===== config.mk =====
export PLATFORM = sky130hd
export DESIGN_NAME = param_tape_flat
export DESIGN_NICKNAME = d
export VERILOG_FILES = /design/src/rtl/param_tape_if.sv /design/src/rtl/param_tape.sv /design/src/flat_wrapper.sv
export SDC_FILE = /design/constraint.sdc
export NUM_CORES = 1
export LEC_CHECK = 0
export CORE_UTILIZATION = 30
export DETAILED_ROUTE_END_ITERATION = 8
export MAX_ROUTING_LAYER = met4
export PLACE_DENSITY_LB_ADDON = 0.25
export SYNTH_ARGS = -nofsm -noshare
export SYNTH_HDL_FRONTEND = slang
export SYNTH_SLANG_ARGS = --single-unit
export TNS_END_PERCENT = 20

===== constraint.sdc =====
create_clock -name working_clock -period 7.2 [get_ports working_clock]
set_input_delay 2.16 -clock working_clock [delete_from_list [all_inputs] [get_ports working_clock]]
set_output_delay 2.16 -clock working_clock [all_outputs]
set_load 0.01 [all_outputs]

===== src/rtl/param_tape_if.sv =====
// Command/status bundle for param_tape: the command fields plus the tape status outputs.
// The master drives commands; the slave (the tape) returns availability, pointer, symbol and error.
interface param_tape_if #(
  parameter int unsigned SYM_W  = 4,
  parameter int unsigned ADDR_W = 7
);
  logic              cmd_valid;
  logic [2:0]        cmd_op;
  logic              cmd_dir;
  logic [ADDR_W-1:0] cmd_count;
  logic [SYM_W-1:0]  cmd_data;
  logic              available;
  logic [SYM_W-1:0]  tape_symbol;
  logic [ADDR_W-1:0] tape_address;
  logic              tape_error;

  modport master (
    output cmd_valid, cmd_op, cmd_dir, cmd_count, cmd_data,
    input  available, tape_symbol, tape_address, tape_error
  );

  modport slave (
    input  cmd_valid, cmd_op, cmd_dir, cmd_count, cmd_data,
    output available, tape_symbol, tape_address, tape_error
  );
endinterface


===== src/rtl/param_tape.sv =====
// Pointer-addressed symbol tape: single-cycle cell edits, multi-cycle pointer moves,
// rollback to cell 0 and a one-cell-per-cycle clear sweep.
module param_tape #(
  parameter int unsigned SYM_W  = 4,
  parameter int unsigned DEPTH  = 128,
  parameter int unsigned ADDR_W = $clog2(DEPTH)
) (
  input  logic         working_clock,
  input  logic         reset,
  param_tape_if.slave  bus
);

  localparam int unsigned CNT_W = ADDR_W + 1;

  typedef enum logic [2:0] {
    OP_NOP    = 3'd0,
    OP_SET    = 3'd1,
    OP_INC    = 3'd2,
    OP_DEC    = 3'd3,
    OP_MOVE   = 3'd4,
    OP_ROLL   = 3'd5,
    OP_DELETE = 3'd6,
    OP_CLEAR  = 3'd7
  } op_e;

  typedef enum logic [1:0] {INIT, WAIT, MOVE, ROLL} state_e;

  state_e            state;
  logic [ADDR_W-1:0] ptr;
  logic [ADDR_W-1:0] clr_addr;
  logic [ADDR_W-1:0] steps_left;
  logic              move_dir;
  logic              available_q;
  logic              error_q;

  logic [SYM_W-1:0]  mem [DEPTH];

  logic              accept_c;
  logic              move_ok_c;
  logic [CNT_W-1:0]  ptr_ext_c;
  logic [CNT_W-1:0]  cnt_ext_c;
  logic [SYM_W-1:0]  cur_sym_c;
  logic              mem_we_c;
  logic [ADDR_W-1:0] mem_waddr_c;
  logic [SYM_W-1:0]  mem_wdata_c;

  assign accept_c  = available_q & bus.cmd_valid;
  assign cur_sym_c = mem[ptr];
  assign ptr_ext_c = CNT_W'(ptr);
  assign cnt_ext_c = CNT_W'(bus.cmd_count);

  // Target range check done one bit wider so ptr+count cannot wrap
  assign move_ok_c = bus.cmd_dir ? ((ptr_ext_c + cnt_ext_c) <= CNT_W'(DEPTH - 1))
                                 : (cnt_ext_c <= ptr_ext_c);

  // Cell write port: clear sweep in INIT, single-cycle edits in WAIT
  always_comb begin
    mem_we_c    = 1'b0;
    mem_waddr_c = ptr;
    mem_wdata_c = '0;
    if (state == INIT) begin
      mem_we_c    = 1'b1;
      mem_waddr_c = clr_addr;
    end else if (state == WAIT && accept_c) begin
      case (op_e'(bus.cmd_op))
        OP_SET:    begin mem_we_c = 1'b1; mem_wdata_c = bus.cmd_data;            end
        OP_INC:    begin mem_we_c = 1'b1; mem_wdata_c = cur_sym_c + SYM_W'(1);   end
        OP_DEC:    begin mem_we_c = 1'b1; mem_wdata_c = cur_sym_c - SYM_W'(1);   end
        OP_DELETE: begin mem_we_c = 1'b1; mem_wdata_c = '0;                      end
        default:   mem_we_c = 1'b0;
      endcase
    end
  end

  always_ff @(posedge working_clock) begin
    if (mem_we_c && !reset) begin
      mem[mem_waddr_c] <= mem_wdata_c;
    end
  end

  always_ff @(posedge working_clock) begin
    if (reset) begin
      state       <= INIT;
      ptr         <= '0;
      clr_addr    <= '0;
      steps_left  <= '0;
      move_dir    <= 1'b0;
      available_q <= 1'b0;
      error_q     <= 1'b0;
    end else begin
      error_q <= 1'b0;
      case (state)
        INIT: begin
          ptr <= '0;
          if (clr_addr == ADDR_W'(DEPTH - 1)) begin
            state       <= WAIT;
            available_q <= 1'b1;
            clr_addr    <= '0;
          end else begin
            clr_addr <= clr_addr + ADDR_W'(1);
          end
        end
        WAIT: begin
          if (accept_c) begin
            case (op_e'(bus.cmd_op))
              OP_MOVE: begin
                if (bus.cmd_count != '0) begin
                  if (move_ok_c) begin
                    state       <= MOVE;
                    available_q <= 1'b0;
                    steps_left  <= bus.cmd_count;
                    move_dir    <= bus.cmd_dir;
                  end else begin
                    error_q <= 1'b1;
                  end
                end
              end
              OP_ROLL: begin
                if (ptr != '0) begin
                  state       <= ROLL;
                  available_q <= 1'b0;
                end
              end
              OP_CLEAR: begin
                state       <= INIT;
                available_q <= 1'b0;
                ptr         <= '0;
                clr_addr    <= '0;
              end
              default: ;
            endcase
          end
        end
        MOVE: begin
          ptr        <= move_dir ? (ptr + ADDR_W'(1)) : (ptr - ADDR_W'(1));
          steps_left <= steps_left - ADDR_W'(1);
          if (steps_left == ADDR_W'(1)) begin
            state       <= WAIT;
            available_q <= 1'b1;
          end
        end
        ROLL: begin
          ptr <= ptr - ADDR_W'(1);
          if (ptr == ADDR_W'(1)) begin
            state       <= WAIT;
            available_q <= 1'b1;
          end
        end
        default: begin
          state       <= INIT;
          ptr         <= '0;
          clr_addr    <= '0;
          available_q <= 1'b0;
        end
      endcase
    end
  end

  assign bus.available    = available_q;
  assign bus.tape_symbol  = cur_sym_c;
  assign bus.tape_address = ptr;
  assign bus.tape_error   = error_q;

endmodule


===== src/flat_wrapper.sv =====
// flat-port wrapper written by rule: the top's interface ports become plain ports
module param_tape_flat 
#(
  parameter int unsigned SYM_W  = 4,
  parameter int unsigned DEPTH  = 128,
  parameter int unsigned ADDR_W = $clog2(DEPTH)
)
  (working_clock, reset, bus_cmd_valid, bus_cmd_op, bus_cmd_dir, bus_cmd_count, bus_cmd_data, bus_available, bus_tape_symbol, bus_tape_address, bus_tape_error);
  param_tape_if #(.SYM_W(SYM_W), .ADDR_W(ADDR_W)) bus_i ();
  input  logic working_clock;
  input  logic reset;
  input wire logic [$bits(bus_i.cmd_valid)-1:0] bus_cmd_valid;
  input wire logic [$bits(bus_i.cmd_op)-1:0] bus_cmd_op;
  input wire logic [$bits(bus_i.cmd_dir)-1:0] bus_cmd_dir;
  input wire logic [$bits(bus_i.cmd_count)-1:0] bus_cmd_count;
  input wire logic [$bits(bus_i.cmd_data)-1:0] bus_cmd_data;
  output wire logic [$bits(bus_i.available)-1:0] bus_available;
  output wire logic [$bits(bus_i.tape_symbol)-1:0] bus_tape_symbol;
  output wire logic [$bits(bus_i.tape_address)-1:0] bus_tape_address;
  output wire logic [$bits(bus_i.tape_error)-1:0] bus_tape_error;
  assign bus_i.cmd_valid = bus_cmd_valid;
  assign bus_i.cmd_op = bus_cmd_op;
  assign bus_i.cmd_dir = bus_cmd_dir;
  assign bus_i.cmd_count = bus_cmd_count;
  assign bus_i.cmd_data = bus_cmd_data;
  assign bus_available = bus_i.available;
  assign bus_tape_symbol = bus_i.tape_symbol;
  assign bus_tape_address = bus_i.tape_address;
  assign bus_tape_error = bus_i.tape_error;
  param_tape #(.SYM_W(SYM_W), .DEPTH(DEPTH), .ADDR_W(ADDR_W)) u_core (.working_clock(working_clock), .reset(reset), .bus(bus_i));
endmodule

==> impl_metrics.py, run 1 <==
# Auto-generated metrics
metrics = {
    "routing": {
        "met2_length_um": 26600,
        "wirelength_um": 57700,
        "avgViaCountPerCell": 5.22,
        "drc_errors": 0,
        "wl_met3_um": 3470,
        "first_pass_iters": 5,
        "wl_per_cell_um": 24.3,
        "drt_iter0_drc": 1305,
        "met1_length_um": 26300,
    },
    "logic_synthesis": {
        "async_flop_share_pct": 0,
        "syn_avg_cell_area_um2": 17.3,
        "synth_flops": 545,
        "yosysUniqueCellTypes": 62,
        "yosysSeqAreaShare_pct": 70.9,
        "common_cells": "edfxtp_1 (512), nor2_1 (177), mux4_2 (125)",
        "yosysTopAreaCell": "edfxtp_1",
        "edf_count": 512,
        "synth_cells": 1304,
        "ys_area_um2": 22600,
        "top_area_share_pct": 68.0,
        "syn_area_um2": 22600,
    },
    "power_and_ir_drop": {
        "switchingPower_uw": 1290,
        "netSwitchingFraction_pct": 20.2,
        "powerDensity_nw_per_um2": 245,
        "leakagePower_uw": 0.00755,
        "pwr-share-clk_pct": 44.9,
        "p_seq_uw": 3420,
        "peakVddDrop_v": 0.000184,
    },
    "place": {
        "place_ws_ps": 1180,
        "placed_area_um2": 24200,
        "dp.cells": 2266,
    },
    "final_layout": {
        "largest_register_ffs": 512,
        "finish.utilization_pct": 34.8,
        "largest_register": "u_core.mem",
        "n_antenna_cell": 0,
        "n_sequential_cell": 545,
        "final_layout_size_suffix_gt1_share_pct": 18.5,
        "mostFrequentLayoutCells": "edfxtp_1 (512), nor2_1 (174), mux4_2 (125)",
        "seq-cell-share_pct": 61.8,
        "lay_top_count": "edfxtp_1",
        "comb_share_pct": 23.9,
        "fin_nets": 1398,
        "nonClkBufAreaFrac_pct": 2.45,
        "n_fill_cell": 7103,
        "largest_class": "flip-flops and latches",
        "stdcell_area_um2": 26000,
        "n_clock_buffer": 75,
        "finalNonFillerCells": 2372,
        "clock_area_share_pct": 6.95,
    },
    "flow_run": {
        "cap_violations": 0,
        "tool_warnings": 43,
    },
    "clock_network": {
        "clkTransAtPathRegs_ps": 70,
        "ctsResizeCount": 0,
        "htree_levels": 2,
        "cts_tree": "done",
        "cts.path.max_buffers": 3,
        "hold_buffers": 0,
        "post-cts-setup-buffers": 0,
        "cts_root_buf": "clkbuf_16",
        "cts_sinks": 545,
    },
    "setup_path": {
        "end_kind": "output pin",
        "cp_common_cell": "mux4_2",
        "critPathMaxFanout": 47,
        "critPathBufInv": 2,
        "crit_arrival_ps": 4450,
        "crit_chain": "buf_12 > mux4_2 > mux4_2 > mux4_2 > mux2_2 > clkdlybuf4s50_1",
        "critical_path_class": "flop to output pin",
        "worst_path_largest_cell_delay_ps": 940,
    },
    "floorplanning": {
        "fp_util_pct": 30.3,
        "die_area_um2": 76500,
        "num_io_pins": 31,
        "coreArea_um2": 74600,
        "tap_cells": 969,
    },
    "final_timing": {
        "worstMarginPinSlew_ps": 1150,
        "setup_viol": 0,
        "fmax_mhz": 151,
        "final_hold_viol_count": 0,
        "clock-skew-final_ps": 25.9,
        "maxSlewViolCount": 0,
        "tns_ps": 0,
        "period_used_pct": 91.8,
        "rsz0062_at_grt": "false",
    },
    "grt": {
        "track_usage_pct": 15.5,
        "grt_use_met3_pct": 2.53,
        "grt_max_degree": 129,
        "grt_pass1_wl_um": 85300,
        "grt_pass1_vias": 12400,
        "met1_usage_pct": 21.8,
        "grt.busiest_layer": "met2",
        "antenna_found_initial": 0,
    },
    "outcome": {
        "outcome": "finished clean",
    },
}
## run 1: path summary, 6_finish.rpt
check | startpoint | to | slack, ps | cells past startpoint
worst max-delay path | flop | bus_tape_symbol[1] | 590 | 6
worst min-delay path | u_core.steps_left[6] | u_core.steps_left[6] | 540 | 2
worst max register to register | flop | u_core.mem[104][2] | 1720 | 10
worst min register to register | u_core.steps_left[6] | u_core.steps_left[6] | 540 | 2
## run 1: kinds of logic after synthesis
family / after synthesis / synth area share (%)
flip-flops: 545 / 70.9
AND/OR/NAND/NOR: 324 / 6.48
multiplexers: 183 / 15.0
AND-OR/OR-AND: 130 / 3.95
buffers and inverters: 88 / 1.91
adder cells (fa/ha/maj): 24 / 1.36
XOR/XNOR: 10 / 0.387
Figure 1. Supply network (run 1).
(1.5 px per um) Pins as bars on the die edge.
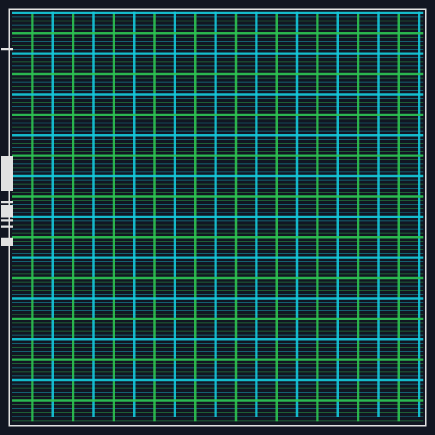
VSS -> green
VDD -> cyan
met4 straps = 20
met5 straps = 20

Figure 2. Placement by cell class (run 1).
(1 px per um) Fill, decap, tap and diode cells in gray.
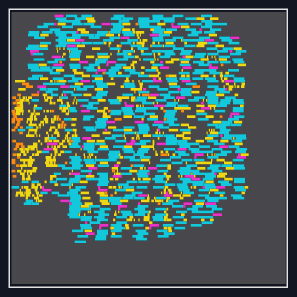
clock drivers and dummy loads -> magenta  # cells 106, share of their area 7.3%
remaining logic cells -> yellow  # cells 689, share of their area 25%
registers -> cyan  # cells 545, share of their area 65%
remaining buffers and delay cells -> orange  # cells 63, share of their area 2.6%

Figure 3. Clock distribution (run 1).
(2 px per um)
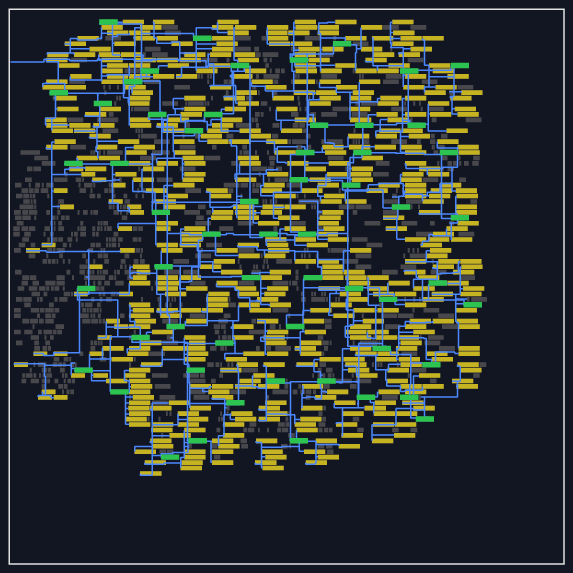
flip-flops -> yellow  # count 545
clock wires -> blue  # length 6740 um
clock-net drivers -> green  # count 57
routed clock nets = 58

==> run 2: changes to the inputs <==
--- a/config.mk
+++ b/config.mk
@@ -8,7 +8,8 @@
 export CORE_UTILIZATION = 30
 export DETAILED_ROUTE_END_ITERATION = 8
 export MAX_ROUTING_LAYER = met4
-export PLACE_DENSITY_LB_ADDON = 0.25
+export PLACE_DENSITY = 0.55
+export REMOVE_ABC_BUFFERS = 1
 export SYNTH_ARGS = -nofsm -noshare
 export SYNTH_HDL_FRONTEND = slang
 export SYNTH_SLANG_ARGS = --single-unit
Figure 4. Clock distribution (run 2).
(2 px per um)
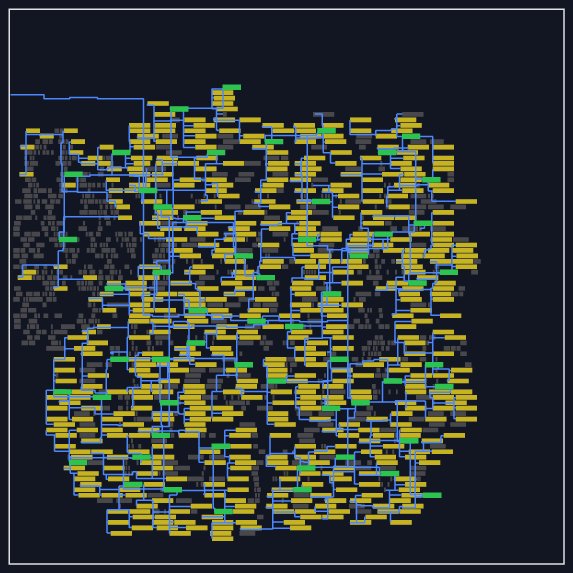
clock-net drivers -> green  # count 56
flip-flops -> yellow  # count 545
clock wires -> blue  # length 6450 um
routed clock nets = 57

Figure 5. Placement by cell class (run 2).
(1 px per um) Fill, decap, tap and diode cells in gray.
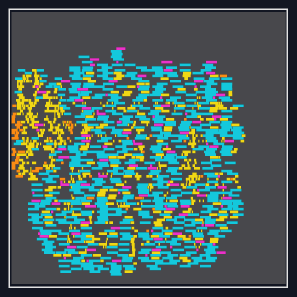
registers -> cyan  # cells 545, share of their area 65%
clock drivers and dummy loads -> magenta  # cells 101, share of their area 7.2%
remaining logic cells -> yellow  # cells 689, share of their area 25%
remaining buffers and delay cells -> orange  # cells 61, share of their area 2.4%

==> run 2 against run 1 <==
  * Register-to-register slack improved by 270 ps
  * Power is 0.47% lower
  * Global-route usage shrank 0.57 points
  * Combinational power is 0.7% lower
  * Synthesized cell count is the same
  * Via count down 2.0%
  * Cell area decreased by 0.25%
  * Critical path type unchanged
  * Highest routed layer unchanged
==> impl_metrics.py, run 2 <==
# Auto-generated metrics
metrics = {
    "outcome": {
        "outcome": "finished clean",
    },
    "routing": {
        "wirelength_um": 55300,
        "met2_length_um": 27000,
        "avgViaCountPerCell": 5.13,
        "wl_met3_um": 3180,
        "wl_per_cell_um": 23.4,
        "first_pass_iters": 5,
        "vias": 12100,
        "drc_errors": 0,
        "antenna_left": 0,
        "drt_iter0_drc": 1258,
        "highest_layer": "met4",
        "met1_length_um": 23800,
    },
    "logic_synthesis": {
        "yosysWarnings": 0,
        "yosysMostFrequentCell": "edfxtp_1",
        "simple_gate_share_pct": 6.48,
        "ys_area_um2": 22600,
        "synth_flops": 545,
        "synth_cells": 1304,
        "top_area_share_pct": 68.0,
        "ys_sh_mux_pct": 15.0,
        "synthAoiAreaFrac_pct": 3.95,
        "ys_sh_adder_pct": 1.36,
        "synth.top_cells.by_area": "edfxtp_1 (68%), mux4_2 (12%), nor2_1 (2.9%)",
        "async_flop_share_pct": 0,
        "syn_area_um2": 22600,
        "syn_avg_cell_area_um2": 17.3,
        "yosysUniqueCellTypes": 62,
        "logic_family": "multiplexers",
        "yosysTopAreaCell": "edfxtp_1",
        "common_cells": "edfxtp_1 (512), nor2_1 (177), mux4_2 (125)",
        "edf_count": 512,
        "synthFlopType": "edfxtp_1",
        "yosysSeqAreaShare_pct": 70.9,
        "xor_share_pct": 0.387,
        "ys_cells": 1304,
    },
    "setup_path": {
        "r2r_slack_ps": 1990,
        "end_kind": "output pin",
        "cp.depth": 6,
        "crit_chain": "buf_12 > mux4_2 > mux4_2 > mux4_2 > mux2_2 > clkdlybuf4s50_1",
        "cp_common_cell": "mux4_2",
        "r2r_end": "u_core.mem[36][3]",
        "reg2regPathDepth": 11,
        "critPathBufInv": 2,
        "crit_arrival_ps": 4440,
        "critical_path_class": "flop to output pin",
        "worstPathRequired_ps": 5040,
        "worst_path_largest_cell_delay_ps": 970,
        "cp-endpoint": "bus_tape_symbol[1]",
        "crit_path_start_kind": "flop",
        "crit_path_top_delay_cell": "dfxtp_4",
        "critPathMaxFanout": 44,
        "crit_family": "multiplexers",
    },
    "final_timing": {
        "clock-skew-final_ps": 26.8,
        "fin_hold_ws_ps": 526,
        "relSlewSlack_pct": 11.8,
        "tns_ps": 0,
        "period_used_pct": 91.7,
        "fmax_mhz": 151,
        "maxSlewViolCount": 0,
        "setup_ws_ps": 596,
        "final_hold_viol_count": 0,
        "setup_viol": 0,
        "rsz0062_at_grt": "false",
        "period_needed_ps": 6600,
        "worstMarginPinSlew_ps": 1310,
    },
    "clock_network": {
        "ctsResizeCount": 0,
        "cts.path.max_buffers": 3,
        "cts_root_buf": "clkbuf_16",
        "cts_made_buffers": 56,
        "cts_tree": "done",
        "hold_buffers": 0,
        "clkTransAtPathRegs_ps": 70,
        "cts_sinks": 545,
        "post-cts-setup-buffers": 0,
        "htree_levels": 2,
        "clk_latency_ps": 600,
    },
    "final_layout": {
        "area_growth_pct": 14.5,
        "stdcell_area_um2": 25900,
        "finish.utilization_pct": 34.7,
        "mostFrequentLayoutCells": "edfxtp_1 (512), nor2_1 (174), mux4_2 (125)",
        "largest_register_ffs": 512,
        "finalNonFillerCells": 2365,
        "n_antenna_cell": 0,
        "fin_nets": 1395,
        "lay_top_count": "edfxtp_1",
        "largest_register": "u_core.mem",
        "final_layout_size_suffix_gt1_share_pct": 18.2,
        "n_fill_cell": 7022,
    },
    "place": {
        "gp_congestion": 0.842,
        "dp_hpwl_um": 34500,
        "dp.cells": 2264,
        "placed_area_um2": 24100,
        "port_buffers": 30,
        "place_ws_ps": 1160,
    },
    "min_path": {
        "min_to": "u_core.steps_left[0]",
        "holdPathStages": 1,
        "hp-class": "flop to flop",
        "hold_start": "u_core.steps_left[0]",
    },
    "grt": {
        "track_usage_pct": 15.0,
        "grt_max_degree": 129,
        "met1_usage_pct": 19.8,
        "overflow": 0,
        "grt_use_met3_pct": 2.35,
        "grt.met2_usage_pct": 23.9,
        "grt.busiest_layer": "met2",
        "antenna_found_initial": 1,
        "grt_pass1_vias": 12600,
        "grt_pass1_wl_um": 83500,
    },
    "power_and_ir_drop": {
        "p_total_uw": 6340,
        "powerDensity_nw_per_um2": 245,
        "leakagePower_uw": 0.00753,
        "peakVddDrop_v": 0.000151,
    },
    "floorplanning": {
        "die-height_um": 277,
        "rows": 100,
        "fp.dieW_um": 277,
        "coreArea_um2": 74600,
        "num_io_pins": 31,
        "fp_util_pct": 30.3,
        "die_area_um2": 76500,
    },
    "flow_run": {
        "cap_violations": 0,
        "tool_warnings": 40,
    },
}
==> run 2: cell type report <==
| cell class | count | area [um2] | area share (%) |
|---|---|---|---|
| Clock buffer | 73 | 1540 | 5.94 |
| Clock inverter | 28 | 244 | 0.942 |
| Inverter | 18 | 67.6 | 0.261 |
| Multi-Input combinational cell | 671 | 6200 | 23.9 |
| Sequential cell | 545 | 16000 | 61.9 |
| Tap cell | 969 | 1210 | 4.68 |
| Timing Repair Buffer | 61 | 596 | 2.30 |
==> run 2: power breakdown <==
| group | internal (uW) | total [uW] | switching, uW |
|---|---|---|---|
| Sequential | 3420 | 3420 | 4.15 |
| Clock | 1640 | 2830 | 1180 |
| Combinational | 32.6 | 88.0 | 55.3 |
==> run 3: changes to the inputs <==
--- a/config.mk
+++ b/config.mk
@@ -10,6 +10,7 @@
 export MAX_ROUTING_LAYER = met4
 export PLACE_DENSITY = 0.55
 export REMOVE_ABC_BUFFERS = 1
+export SETUP_SLACK_MARGIN = 0.15
 export SYNTH_ARGS = -nofsm -noshare
 export SYNTH_HDL_FRONTEND = slang
 export SYNTH_SLANG_ARGS = --single-unit
Figure 6. Clock distribution (run 3).
(2 px per um)
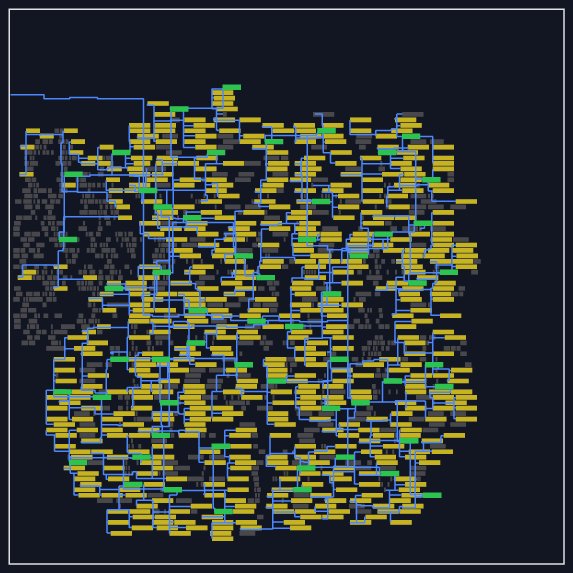
clock-net drivers -> green  # count 56
flip-flops -> yellow  # count 545
clock wires -> blue  # length 6450 um
routed clock nets = 57

Figure 7. Supply network (run 3).
(1.5 px per um) Pins as bars on the die edge.
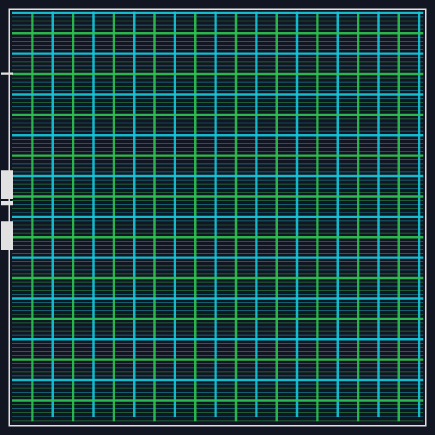
VDD -> cyan
VSS -> green
met4 straps = 20
met1 rails = 101

==> run 3 against run 2 <==
  * Cell area stayed put
  * Sequential power hardly changed
  * Worst hold slack stayed put
  * Clock skew stayed put
  * Worst setup slack stayed put
  * Sequential cell count stayed put
  * Area after synthesis stayed put
  * Critical path type unchanged
  * Clock power hardly changed
  * Non-clock buffer count stayed put
  * Register-to-register slack hardly changed
==> impl_metrics.py, run 3 <==
# Auto-generated metrics
metrics = {
    "final_layout": {
        "n_clock_buffer": 73,
        "nNonClkInverters": 18,
        "n_fill_cell": 7022,
        "largest_register": "u_core.mem",
        "stdcell_area_um2": 25900,
        "lay_top_count": "edfxtp_1",
        "multiInputGateArea_um2": 6200,
        "largest_register_ffs": 512,
        "clock_area_share_pct": 6.88,
        "n_antenna_cell": 0,
        "seq_area_um2": 16000,
        "comb_share_pct": 23.9,
        "logic_gate_count": 671,
        "finalNonFillerCells": 2365,
        "final_layout_size_suffix_gt1_share_pct": 18.2,
        "n_all_buffers": 61,
    },
    "final_timing": {
        "final_hold_viol_count": 0,
        "setup_ws_ps": 596,
        "setup_viol": 0,
        "period_used_pct": 91.7,
        "worstMarginPinSlew_ps": 1310,
        "tns_ps": 0,
        "rsz0062_at_grt": "false",
        "maxSlewViolCount": 0,
        "relSlewSlack_pct": 11.8,
    },
    "floorplanning": {
        "fp.dieW_um": 277,
        "num_io_pins": 31,
        "die-height_um": 277,
        "die_area_um2": 76500,
    },
    "setup_path": {
        "crit_family": "multiplexers",
        "crit_path_top_delay_cell": "dfxtp_4",
        "reg2regPathDepth": 11,
        "crit_chain": "buf_12 > mux4_2 > mux4_2 > mux4_2 > mux2_2 > clkdlybuf4s50_1",
        "worstPathRequired_ps": 5040,
        "end_kind": "output pin",
        "critical_path_class": "flop to output pin",
    },
    "clock_network": {
        "cts_sinks": 545,
        "ctsResizeCount": 0,
        "htree_levels": 2,
        "cts_root_buf": "clkbuf_16",
        "cts_tree": "done",
    },
    "power_and_ir_drop": {
        "leakagePower_uw": 0.00753,
        "peakVddDrop_v": 0.000151,
    },
    "logic_synthesis": {
        "yosysWarnings": 0,
        "yosysUniqueCellTypes": 62,
        "ys_sh_adder_pct": 1.36,
        "synth_flops": 545,
        "yosysSeqAreaShare_pct": 70.9,
        "syn_area_um2": 22600,
        "yosysTopAreaCell": "edfxtp_1",
    },
    "place": {
        "port_buffers": 30,
        "dp.cells": 2264,
        "dp_hpwl_um": 34500,
        "gp_congestion": 0.842,
    },
    "routing": {
        "avgViaCountPerCell": 5.13,
        "highest_layer": "met4",
        "first_pass_iters": 5,
        "antenna_left": 0,
        "drt_iter0_drc": 1258,
    },
    "min_path": {
        "hold_start": "u_core.steps_left[0]",
        "hp-class": "flop to flop",
        "holdPathStages": 1,
    },
    "flow_run": {
        "tool_warnings": 40,
    },
    "grt": {
        "grt_max_degree": 129,
        "grt_pass1_wl_um": 83500,
        "grt.met2_usage_pct": 23.9,
        "grt_pass1_vias": 12600,
    },
    "outcome": {
        "outcome": "finished clean",
    },
}
[run 3: cell counts in the layout (fill, tap and decap cells not counted)]
No cell type changed its count.
[run 3: worst max path at each step]
stage / end / from / slack (ps) / cells past startpoint
6_report: bus_tape_symbol[1] / flop / 600 / 6
5_1_grt: bus_tape_symbol[1] / flop / 380 / 6
4_1_cts: bus_tape_symbol[1] / flop / 490 / 6
3_5_place_dp: bus_tape_symbol[1] / flop / 1160 / 6
3_3_place_gp: bus_tape_symbol[1] / flop / 1180 / 6
2_1_floorplan: u_core.mem[0][2] / flop / -4000 / 11
[run 3: power breakdown]
group	internal, uW	total [uW]	switching [uW]
Sequential	3420	3420	4.15
Clock	1640	2830	1180
Combinational	32.6	88.0	55.3
Total	5090	6340	1240
Power is estimated from default activity; no workload was simulated.
